File: src/rtl/caracol_gen.sv
// caracol_gen: emits a burst of N clean 0-then-1 pulses with a start/busy/done handshake
module caracol_gen #(
  parameter int CNT_W    = 8,
  parameter int LOW_CYC  = 2,
  parameter int HIGH_CYC = 2
) (
  input  logic             clk,
  input  logic             reset,
  input  logic             start,
  input  logic [CNT_W-1:0] n_pulses,
  output logic             a_out,
  output logic             busy,
  output logic             done,
  output logic [CNT_W-1:0] edges_sent
);
  localparam int PW = $clog2(LOW_CYC > HIGH_CYC ? LOW_CYC : HIGH_CYC) + 1;
  localparam logic [PW-1:0] LO_LOAD = PW'(LOW_CYC - 1);
  localparam logic [PW-1:0] HI_LOAD = PW'(HIGH_CYC - 1);
  typedef enum logic [1:0] {IDLE, LOW, HIGH, DONE} state_t;
  state_t state, state_nx;
  logic [CNT_W-1:0] rem, rem_nx, edges_nx;
  logic [PW-1:0] phase, phase_nx;
  // state, counters and edge count registers with synchronous active-low reset
  always_ff @(posedge clk) begin
    if (!reset) begin
      state      <= IDLE;
      rem        <= '0;
      phase      <= '0;
      edges_sent <= '0;
    end else begin
      state      <= state_nx;
      rem        <= rem_nx;
      phase      <= phase_nx;
      edges_sent <= edges_nx;
    end
  end
  // next-state and counter update; edge count bumps on the LOW->HIGH step
  always_comb begin
    state_nx = state;
    rem_nx   = rem;
    phase_nx = phase;
    edges_nx = edges_sent;
    case (state)
      IDLE: if (start) begin
        edges_nx = '0;
        rem_nx   = n_pulses;
        phase_nx = LO_LOAD;
        state_nx = (n_pulses == '0) ? DONE : LOW;
      end
      LOW: if (phase != '0) phase_nx = phase - PW'(1);
      else begin
        phase_nx = HI_LOAD;
        state_nx = HIGH;
        edges_nx = edges_sent + CNT_W'(1);
      end
      HIGH: if (phase != '0) phase_nx = phase - PW'(1);
      else if (rem == CNT_W'(1)) state_nx = DONE;
      else begin
        rem_nx   = rem - CNT_W'(1);
        phase_nx = LO_LOAD;
        state_nx = LOW;
      end
      default: state_nx = IDLE;
    endcase
  end
  // outputs decode only the state register, so the line can drop to 0 only in LOW
  always_comb begin
    a_out = (state != LOW);
    busy  = (state != IDLE);
    done  = (state == DONE);
  end
endmodule

File: config.mk
export PLATFORM = sky130hd
export DESIGN_NAME = caracol_gen
export DESIGN_NICKNAME = d
export VERILOG_FILES = /design/src/rtl/caracol_gen.sv
export SDC_FILE = /design/constraint.sdc
export NUM_CORES = 1
export LEC_CHECK = 0
export CELL_PAD_IN_SITES_DETAIL_PLACEMENT = 0
export CELL_PAD_IN_SITES_GLOBAL_PLACEMENT = 1
export CORE_ASPECT_RATIO = 1.5
export CORE_MARGIN = 5
export CORE_UTILIZATION = 38
export DETAILED_ROUTE_END_ITERATION = 16
export PLACE_DENSITY_LB_ADDON = 0.1
export SYNTH_ARGS = -nofsm -noshare
export SYNTH_HDL_FRONTEND = slang
export SYNTH_SLANG_ARGS = --single-unit
File: constraint.sdc
create_clock -name clk -period 2.12 [get_ports clk]
set_clock_uncertainty 0.1 [all_clocks]
set_input_delay 0.212 -clock clk [delete_from_list [all_inputs] [get_ports clk]]
set_output_delay 0.212 -clock clk [all_outputs]
set_load 0.05 [all_outputs]
### Supply network

Bar = 20 microns. Pins as bars on the die edge. Tap cells in grey.
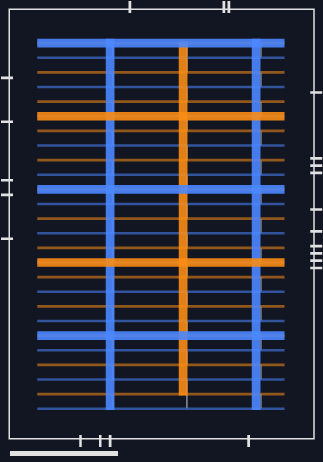
| colour | net |
|---|---|
| blue | VSS |
| orange | VDD |
rows: 25
tap cells: 40
met5 straps: 5
met1 rails: 26
met4 straps: 3

==> run_summary.xml <==
<?xml version="1.0" encoding="UTF-8"?>
<metrics>
  <group name="cts">
    <metric name="number_of_h_tree_levels" unit="">1</metric>
    <metric name="cts_max_path_buffers" unit="">2</metric>
    <metric name="numCtsBuffers" unit="">3</metric>
    <metric name="ctsHoldBuffers" unit="">0</metric>
    <metric name="tritoncts" unit="">yes</metric>
    <metric name="cts_root_buffer" unit="">clkbuf_8</metric>
  </group>
  <group name="final_timing">
    <metric name="final.min_clock_period" unit="ns">1.94</metric>
    <metric name="actual_slew_at_the_worst_max_slew_pin" unit="ns">0.497</metric>
    <metric name="final.setup.tns" unit="ns">0</metric>
    <metric name="fin_crit_sh" unit="%">91.3</metric>
    <metric name="unrepaired_setup_endpoints_after_global_routing" unit="">false</metric>
    <metric name="fmaxAchievable" unit="MHz">517</metric>
  </group>
  <group name="job">
    <metric name="maxCapViolCount" unit="">0</metric>
  </group>
  <group name="global_route">
    <metric name="grt_antenna_before_repair" unit="">0</metric>
    <metric name="maximum_number_of_pins_on_one_net_before_global_route_repair" unit="">12</metric>
    <metric name="grt_use_total" unit="%">15.6</metric>
    <metric name="number_of_global_route_vias_before_repair" unit="">1223</metric>
    <metric name="grt_remaining_overflow" unit="">0</metric>
  </group>
  <group name="run_status">
    <metric name="outcome" unit="">finished clean</metric>
  </group>
  <group name="finish">
    <metric name="area.growth.synth_to_final" unit="%">25.5</metric>
    <metric name="layoutNonFillerInstCount" unit="">211</metric>
    <metric name="finalCoreUtilization" unit="%">49.2</metric>
    <metric name="combGateArea" unit="sq um">785</metric>
    <metric name="antenna_cells" unit="">0</metric>
    <metric name="final_net_count" unit="">190</metric>
  </group>
  <group name="setup_path">
    <metric name="cp-end-kind" unit="">output pin</metric>
    <metric name="cp.required" unit="ns">1.81</metric>
    <metric name="worst_path_fanout_max" unit="">4</metric>
  </group>
  <group name="place">
    <metric name="globalplace.congestion" unit="">0.865</metric>
    <metric name="io_buffers" unit="">21</metric>
    <metric name="detailed_place_hpwl" unit="microns">2600</metric>
  </group>
  <group name="drt">
    <metric name="drt-initial-drc-count" unit="">32</metric>
    <metric name="drtPass1Iterations" unit="">4</metric>
    <metric name="drtAntennaViolNets" unit="">0</metric>
    <metric name="vias_per_cell" unit="">5.69</metric>
    <metric name="dr_total_vias" unit="">1201</metric>
    <metric name="drt-total-wl" unit="microns">3210</metric>
  </group>
  <group name="synth">
    <metric name="area_leaders" unit="">dfxtp_1 (33%), ha_1 (7.1%), nand2_1 (4.9%), nor2_1 (4.0%), a21oi_1 (3.3%)</metric>
    <metric name="syn_area" unit="sq um">1230</metric>
    <metric name="most_common_cell" unit="">dfxtp_1</metric>
    <metric name="synth.avg_cell_area" unit="sq um">8.35</metric>
    <metric name="synth.cells.most_frequent" unit="">dfxtp_1 (20), nand2_1 (16), nor2_1 (13)</metric>
    <metric name="synth-async-reset-ratio" unit="%">0</metric>
    <metric name="synthFlopType" unit="">dfxtp_1</metric>
    <metric name="post-synth-top-area-cell" unit="">dfxtp_1</metric>
    <metric name="synthesis.nets" unit="">165</metric>
    <metric name="yosys-stat-cells" unit="">147</metric>
    <metric name="part_of_the_yosys_area_used_for_sequential_elements" unit="%">32.6</metric>
    <metric name="ys_area" unit="sq um">1230</metric>
    <metric name="enable_flop_cells" unit="">0</metric>
  </group>
  <group name="pwr">
    <metric name="vdd_drop_max" unit="V">0.000765</metric>
    <metric name="power_per_cell_area" unit="nW/um^2">1330</metric>
  </group>
  <group name="min_path">
    <metric name="min_path_type" unit="">reg2reg</metric>
  </group>
  <group name="die">
    <metric name="floorplan.die.width" unit="microns">56.4</metric>
    <metric name="ioPinCount" unit="">22</metric>
    <metric name="initial_core_util" unit="%">39.2</metric>
    <metric name="fp.dieArea" unit="sq um">4490</metric>
  </group>
</metrics>
### Placed cells, one colour a class

Bar = 20 microns.
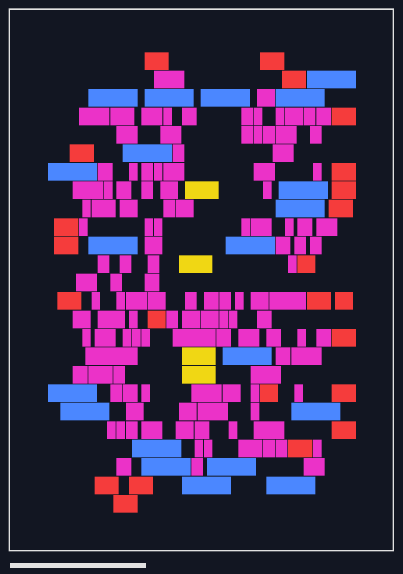
| colour | class | cells | share of their area |
|---|---|---|---|
| magenta | all other logic | 124 | 55% |
| red | other buffers and delay cells | 23 | 15% |
| yellow | clock drivers and dummy loads | 4 | 3.7% |
| blue | flip-flops | 20 | 27% |

## flip-flops by register name, indices dropped and copies added (netlist names)
signal      count
rem             8
state           2
phase           2
edges_sent      8
## worst paths after layout
path | startpoint | cells after the start | endpoint | slack [ns]
worst max register to register | state[1]$_SDFFE_PN0P_ | 6 | rem[2]$_SDFFE_PN0P_ | 0.22
worst min register to register | rem[7]$_SDFFE_PN0P_ | 2 | rem[7]$_SDFFE_PN0P_ | 0.39
worst min-delay path | rem[7]$_SDFFE_PN0P_ | 2 | rem[7]$_SDFFE_PN0P_ | 0.39
worst max-delay path | state[1]$_SDFFE_PN0P_ | 2 | done | 0.18
## where the power goes
group          internal, mW  switching, mW
registers             0.480          0.149
logic                 0.439          0.694
clock network         0.165          0.122
total                  1.08          0.964
## cells by family after synthesis
group / count (synthesis) / synth area share [%]
and+or+nand+nor: 64 / 29.4
AOI/OAI and AO/OA: 40 / 23.3
DFF: 20 / 32.6
buffers and inverters: 11 / 3.47
adders and majority gates: 7 / 7.14
xor gates and xnor gates: 4 / 2.85
muxes: 1 / 1.22
## metrics by stage
stage	instance area, sq um	hold slack [ns]	setup WS [ns]	total power [mW]
floorplan	1230	0.274	0.417	1.47
global placement	1490	0.371	0.207	1.75
detailed placement	1490	0.377	0.207	1.77
CTS	1540	0.389	0.168	2.07
global route	1540	0.416	0.0228	2.22
finish	1540	0.386	0.184	2.05
## worst max-delay path, stage by stage (launching register included)
cell and delay [ns]:
dfxtp_1 0.38, ha_1 0.18, clkdlybuf4s50_1 0.80
## final cells by class
cell class	count	share of cell area [%]
Inverter	8	1.95
Multi-Input combinational cell	116	50.9
Clock buffer	4	3.57
Timing Repair Buffer	23	14.3
Tap cell	40	3.25
Sequential cell	20	26.0
## metal layers
metal  up-vias  wire length [microns]  track usage (%)
met4         0                    120             9.50
met5         -                      0                0
li1        604                      -                -
met2        44                   1690             29.3
met1       539                   1270             15.8
met3        14                    135             2.43
## layout by cell type, fill, tap and decap left out, drive strengths merged, types with 2 or more instances in the layout
cell type      netlist  final
dfxtp               20     20
nor3                 3      3
or4                  3      3
o2111ai              2      2
clkdlybuf4s50        0     19
o31ai                4      4
nand3                9      9
a211oi               2      2
and3                 2      2
a31oi                2      2
nor4                 3      3
o2bb2ai              3      3
or3                  2      2
a32o                 2      2
ha                   7      7
nand2               17     17
o21ai                7      7
buf                  1      4
a21oi                8      8
clkbuf               2      4
nand4                4      4
nor2                13     13
nor3b                2      2
inv                  7      7
xor2                 4      4
o21a                 3      3
Power figures rest on the tool's default switching activity, not on a simulated workload.
